<file path="src/rtl/bra_upd_ctl.sv">
// bra_upd_ctl: in-flight branch record FIFO that turns resolved outcomes into BHT/PHT update strobes.
module bra_upd_ctl #(
  parameter int ADDR_W = 6,
  parameter int HIST_W = 10,
  parameter int DEPTH  = 8
) (
  input  logic                     clk,
  input  logic                     reset,
  input  logic                     pre_valid,
  input  logic [ADDR_W-1:0]        pre_addr,
  input  logic [HIST_W-1:0]        pre_hist,
  input  logic                     pre_taken,
  output logic                     pre_ready,
  input  logic                     res_valid,
  input  logic                     res_taken,
  output logic                     res_ready,
  output logic                     bht_up_en,
  output logic [ADDR_W-1:0]        bht_addr,
  output logic                     bht_wr_data,
  output logic                     pht_up_en,
  output logic [HIST_W-1:0]        pht_idx,
  output logic                     pht_inc,
  output logic                     mispredict,
  output logic [$clog2(DEPTH):0]   count,
  output logic [15:0]              mis_cnt
);
  localparam int PW = $clog2(DEPTH);
  logic [ADDR_W-1:0] addr_mem [DEPTH];
  logic [HIST_W-1:0] hist_mem [DEPTH];
  logic [DEPTH-1:0]  taken_mem;
  logic [PW-1:0]     wr_q, wr_d, rd_q, rd_d;
  logic [PW:0]       count_q, count_d;
  logic              push, pop, mis;
  assign count     = count_q;
  assign pre_ready = count_q != (PW+1)'(DEPTH);
  assign res_ready = count_q != '0;
  // a mispredict flushes every younger record, including one pushed this cycle
  always_comb begin
    push    = pre_valid && pre_ready;
    pop     = res_valid && res_ready;
    mis     = pop && (res_taken != taken_mem[rd_q]);
    wr_d    = mis ? '0 : wr_q + PW'(push);
    rd_d    = mis ? '0 : rd_q + PW'(pop);
    count_d = mis ? '0 : count_q + (PW+1)'(push) - (PW+1)'(pop);
  end
  always_ff @(posedge clk) begin
    if (push) begin
      addr_mem[wr_q]  <= pre_addr;
      hist_mem[wr_q]  <= pre_hist;
      taken_mem[wr_q] <= pre_taken;
    end
  end
  always_ff @(posedge clk or posedge reset) begin
    if (reset) begin
      wr_q        <= '0;
      rd_q        <= '0;
      count_q     <= '0;
      bht_up_en   <= 1'b0;
      bht_addr    <= '0;
      bht_wr_data <= 1'b0;
      pht_up_en   <= 1'b0;
      pht_idx     <= '0;
      pht_inc     <= 1'b0;
      mispredict  <= 1'b0;
      mis_cnt     <= '0;
    end else begin
      wr_q        <= wr_d;
      rd_q        <= rd_d;
      count_q     <= count_d;
      bht_up_en   <= pop;
      bht_addr    <= pop ? addr_mem[rd_q] : '0;
      bht_wr_data <= pop & res_taken;
      pht_up_en   <= pop;
      pht_idx     <= pop ? hist_mem[rd_q] : '0;
      pht_inc     <= pop & res_taken;
      mispredict  <= mis;
      if (mis && mis_cnt != 16'hFFFF) mis_cnt <= mis_cnt + 16'd1;
    end
  end
endmodule
</file>
<file path="config.mk">
export PLATFORM = sky130hd
export DESIGN_NAME = bra_upd_ctl
export DESIGN_NICKNAME = d
export VERILOG_FILES = /design/src/rtl/bra_upd_ctl.sv
export SDC_FILE = /design/constraint.sdc
export NUM_CORES = 1
export LEC_CHECK = 0
export CAP_MARGIN = 0
export CORE_ASPECT_RATIO = 2
export CORE_MARGIN = 2
export CORE_UTILIZATION = 53
export CTS_BUF_LIST = sky130_fd_sc_hd__clkbuf_4
export DETAILED_ROUTE_END_ITERATION = 6
export PLACE_DENSITY = 0.74
export SETUP_SLACK_MARGIN = 0.05
export SLEW_MARGIN = 20
export SYNTH_ARGS = -nofsm -noshare
export SYNTH_HDL_FRONTEND = slang
export SYNTH_SLANG_ARGS = --single-unit
</file>
<file path="constraint.sdc">
create_clock -name clk -period 6.94 [get_ports clk]
set_clock_uncertainty 0.15 [all_clocks]
set_input_delay 0.694 -clock clk [delete_from_list [all_inputs] [get_ports clk]]
set_output_delay 0.694 -clock clk [all_outputs]
set_load 0.1 [all_outputs]
</file>
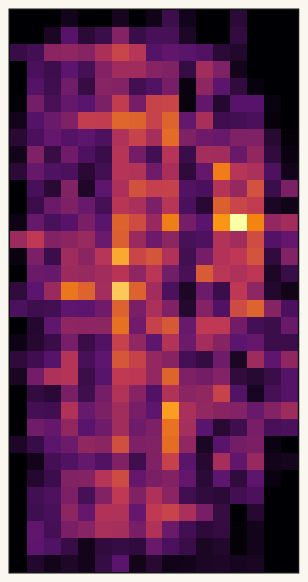
*Wiring heat map*
The die is cut into 17 by 33 equal tiles; black is low, pale yellow is high, scaled to the fullest tile. Values are wire area over tile area, all layers added.
nearly empty tiles: 11%
mean over tiles: 0.14
fullest tile: 0.50
densest ninth of the die: middle
tiles over half the peak: 11%
all-layer global routing usage: 18.8%
final WL: 12500 um

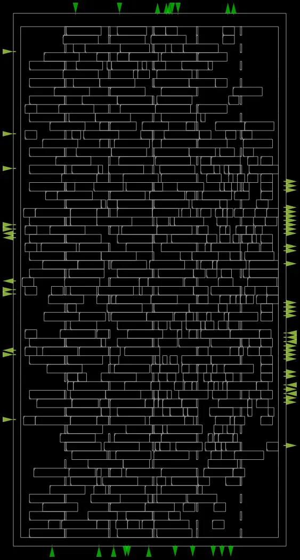
*Cell outlines without signal wires*
Final Instance Count excl. Fillers: 619
final core occ: 63.2%

==> flow_metrics.env <==
# yosys + openroad results
export IMPL_status="finished, final reports clean"
export IMPL_clockBufferDepth=2
export IMPL_netlist_cell_type_count=35
export IMPL_hold_path_end="mis_cnt[9]$_DFFE_PP0P_"
export IMPL_drc=0
export IMPL_hold_path_startpoint="mis_cnt[9]$_DFFE_PP0P_"
export IMPL_hold_viol=0
export IMPL_final_layout_size_suffix_gt1_share_pct=18.7
export IMPL_timing_max_cap_violations=0
export IMPL_crit_path_end="res_ready"
export IMPL_row_count=59
export IMPL_power_switching_mw=1.49
export IMPL_r2r_start="rd_q[0]$_DFF_PP0_"
export IMPL_core_um2=13000
export IMPL_p_sw_share_pct=42.1
export IMPL_warnings=27
export IMPL_initCoreUtil_pct=54.4
export IMPL_grt_max_degree=46
export IMPL_cts_tree="yes"
export IMPL_relSlewSlack_pct=28.6
export IMPL_finalCritPeriodShare_pct=50.6
export IMPL_post_cts_buffers=0
export IMPL_syn_nets=408
export IMPL_drt_iter0_markers=244
export IMPL_clock_sinks=181
export IMPL_yosysWarnings=0
export IMPL_top_cells_by_area="edfxtp_1 (58%), dfrtp_1 (16%), mux4_2 (11%)"
export IMPL_worstPathArrival_ns=2.67
export IMPL_postRouteAntennaNets=0
export IMPL_fin_tns_setup_ns=0
export IMPL_fmax_ghz=0.285
export IMPL_grt_overflow_total=0
export IMPL_startpoint="count[2]$_DFF_PP0_"
export IMPL_flop_cell="edfxtp_1"
export IMPL_peakVddDrop_mv=0.573
export IMPL_leakage_nw=2.95
export IMPL_power_density_nw_per_um2=430
export IMPL_synth_chip_area_um2=7070
export IMPL_yosysTopAreaCellShare_pct=57.7
export IMPL_htreeDepth=4
export IMPL_pg_comb_mw=1.52
export IMPL_min_path_cells=1
export IMPL_async_reset_ff_share_pct=24.9
export IMPL_largest_register_ffs=80
export IMPL_clkTransAtPathRegs_ns=0.14
export IMPL_power_share_combinational_pct=43.1
export IMPL_p_int_mw=2.05
export IMPL_common_cells="edfxtp_1 (136), dfrtp_1 (45), mux4_2 (33)"
export IMPL_r2r_end="count[1]$_DFF_PP0_"
export IMPL_fin_area_um2=8210
export IMPL_synth_top_cell_by_area="edfxtp_1"
export IMPL_hold_buffers=0
export IMPL_max_flop_register="hist_mem"
export IMPL_tightest_slew_ns=1.07
export IMPL_vias=3556
export IMPL_grt_pass1_wl_um=19700
export IMPL_required_ns=6.10
export IMPL_worstSetupEndpointType="output port"
export IMPL_insertion_delay_ns=0.54
export IMPL_hold_class="reg -> reg"
export IMPL_numSynthFlops=181
export IMPL_syn_area_per_cell_um2=18.9
export IMPL_final_setup_viol_count=0
export IMPL_drtPass1Iterations=5
export IMPL_maxSlewViolCount=0
export IMPL_grt_pass1_vias=3810
export IMPL_start_kind="flop"
export IMPL_p_seq_mw=1.45
export IMPL_area_growth_pct=16.1
export IMPL_wl_per_cell_um=20.2
export IMPL_via_per_inst=5.74
export IMPL_die_w_um=85.7
export IMPL_numCtsBuffers=17
export IMPL_cp_max_fo=3
export IMPL_routabilityCongestion=0.830
export IMPL_reg2reg_depth=6
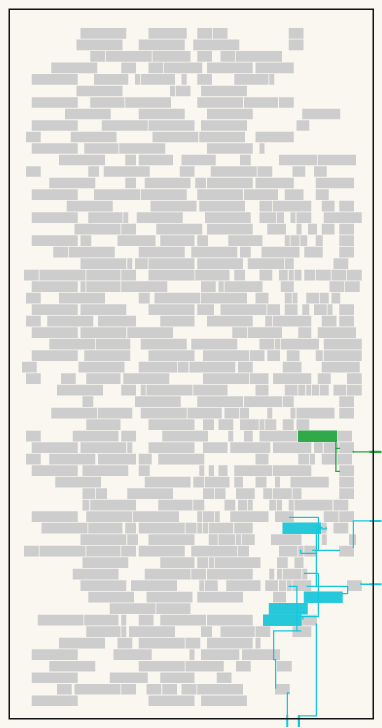
*I/O nets highlighted*
[bht_wr_data] green | direction: output | edge: right | end cells: 1 | buffers: 1 | wire: 13.4 um
[count] cyan | direction: output | edge: 2 right, 2 bottom | end cells: 4 | buffers: 4 | wire: 155 um
Buffers on Ports: 64
# IOs: 65

area by class of cell:
cell class              count  area (um^2)
fillers                   939         4780
multi-input cells         168         1760
repair buffers             76          731
inverters                   9         35.0
clock buffers              19          143
well taps                 152          190
flip-flops and latches    181         5210
clock inverters            13          138
diodes                      1         2.50
worst max-delay path, cell delays in order (launching register included):
cell and delay (ns):
dfrtp_1 0.41, inv_1 0.11, ha_1 0.15, or3b_2 0.48, clkdlybuf4s50_1 0.99
kinds of logic (layout without fill, tap and decap cells):
kind of cell               count (synthesis)  after routing  synth area share, %
adders and majority gates                 12             12                 2.23
AOI/OAI and AO/OA                          3              3                0.301
muxes                                     54             54                 13.5
and+or+nand+nor                           78             78                 5.98
buffers and inverters                     25            117                 1.75
xor gates and xnor gates                  21             21                 2.60
other                                      0              1                    0
DFF                                      181            181                 73.6
metal layers:
layer	share of wire [%]	up-vias	wire, um	track usage (%)
met5	0	-	0	0
met4	1.2	0	153	8.35
met3	4.7	10	584	4.04
met2	57	105	7080	33.9
met1	38	1850	4700	20.9
li1	-	1591	-	-
through the flow:
step	cells	hold WS (ns)	power, mW	util (%)	worst slack (ns)
2_1_floorplan	374	0.432	2.65	-	2.63
3_3_place_gp	586	0.321	2.99	61.0	3.70
3_5_place_dp	586	0.333	3.02	61.0	3.56
4_1_cts	618	0.353	3.57	63.2	3.37
5_1_grt	619	0.382	3.70	63.2	3.24
6_report	619	0.343	3.54	63.2	3.43
layout by cell type (no fill, tap or decap), drive strengths merged, types with 4 or more instances in the layout:
master,count
and3,6
clkbuf,19
buf,12
mux2i,20
dfrtp,45
nor3,8
clkdlybuf4s50,64
mux4,33
edfxtp,136
nor2b,6
nand3,5
ha,11
inv,16
xnor2,9
nor2,30
xor2,12
nand2,9
clkinv,4
Power and IR drop assume default switching activity.
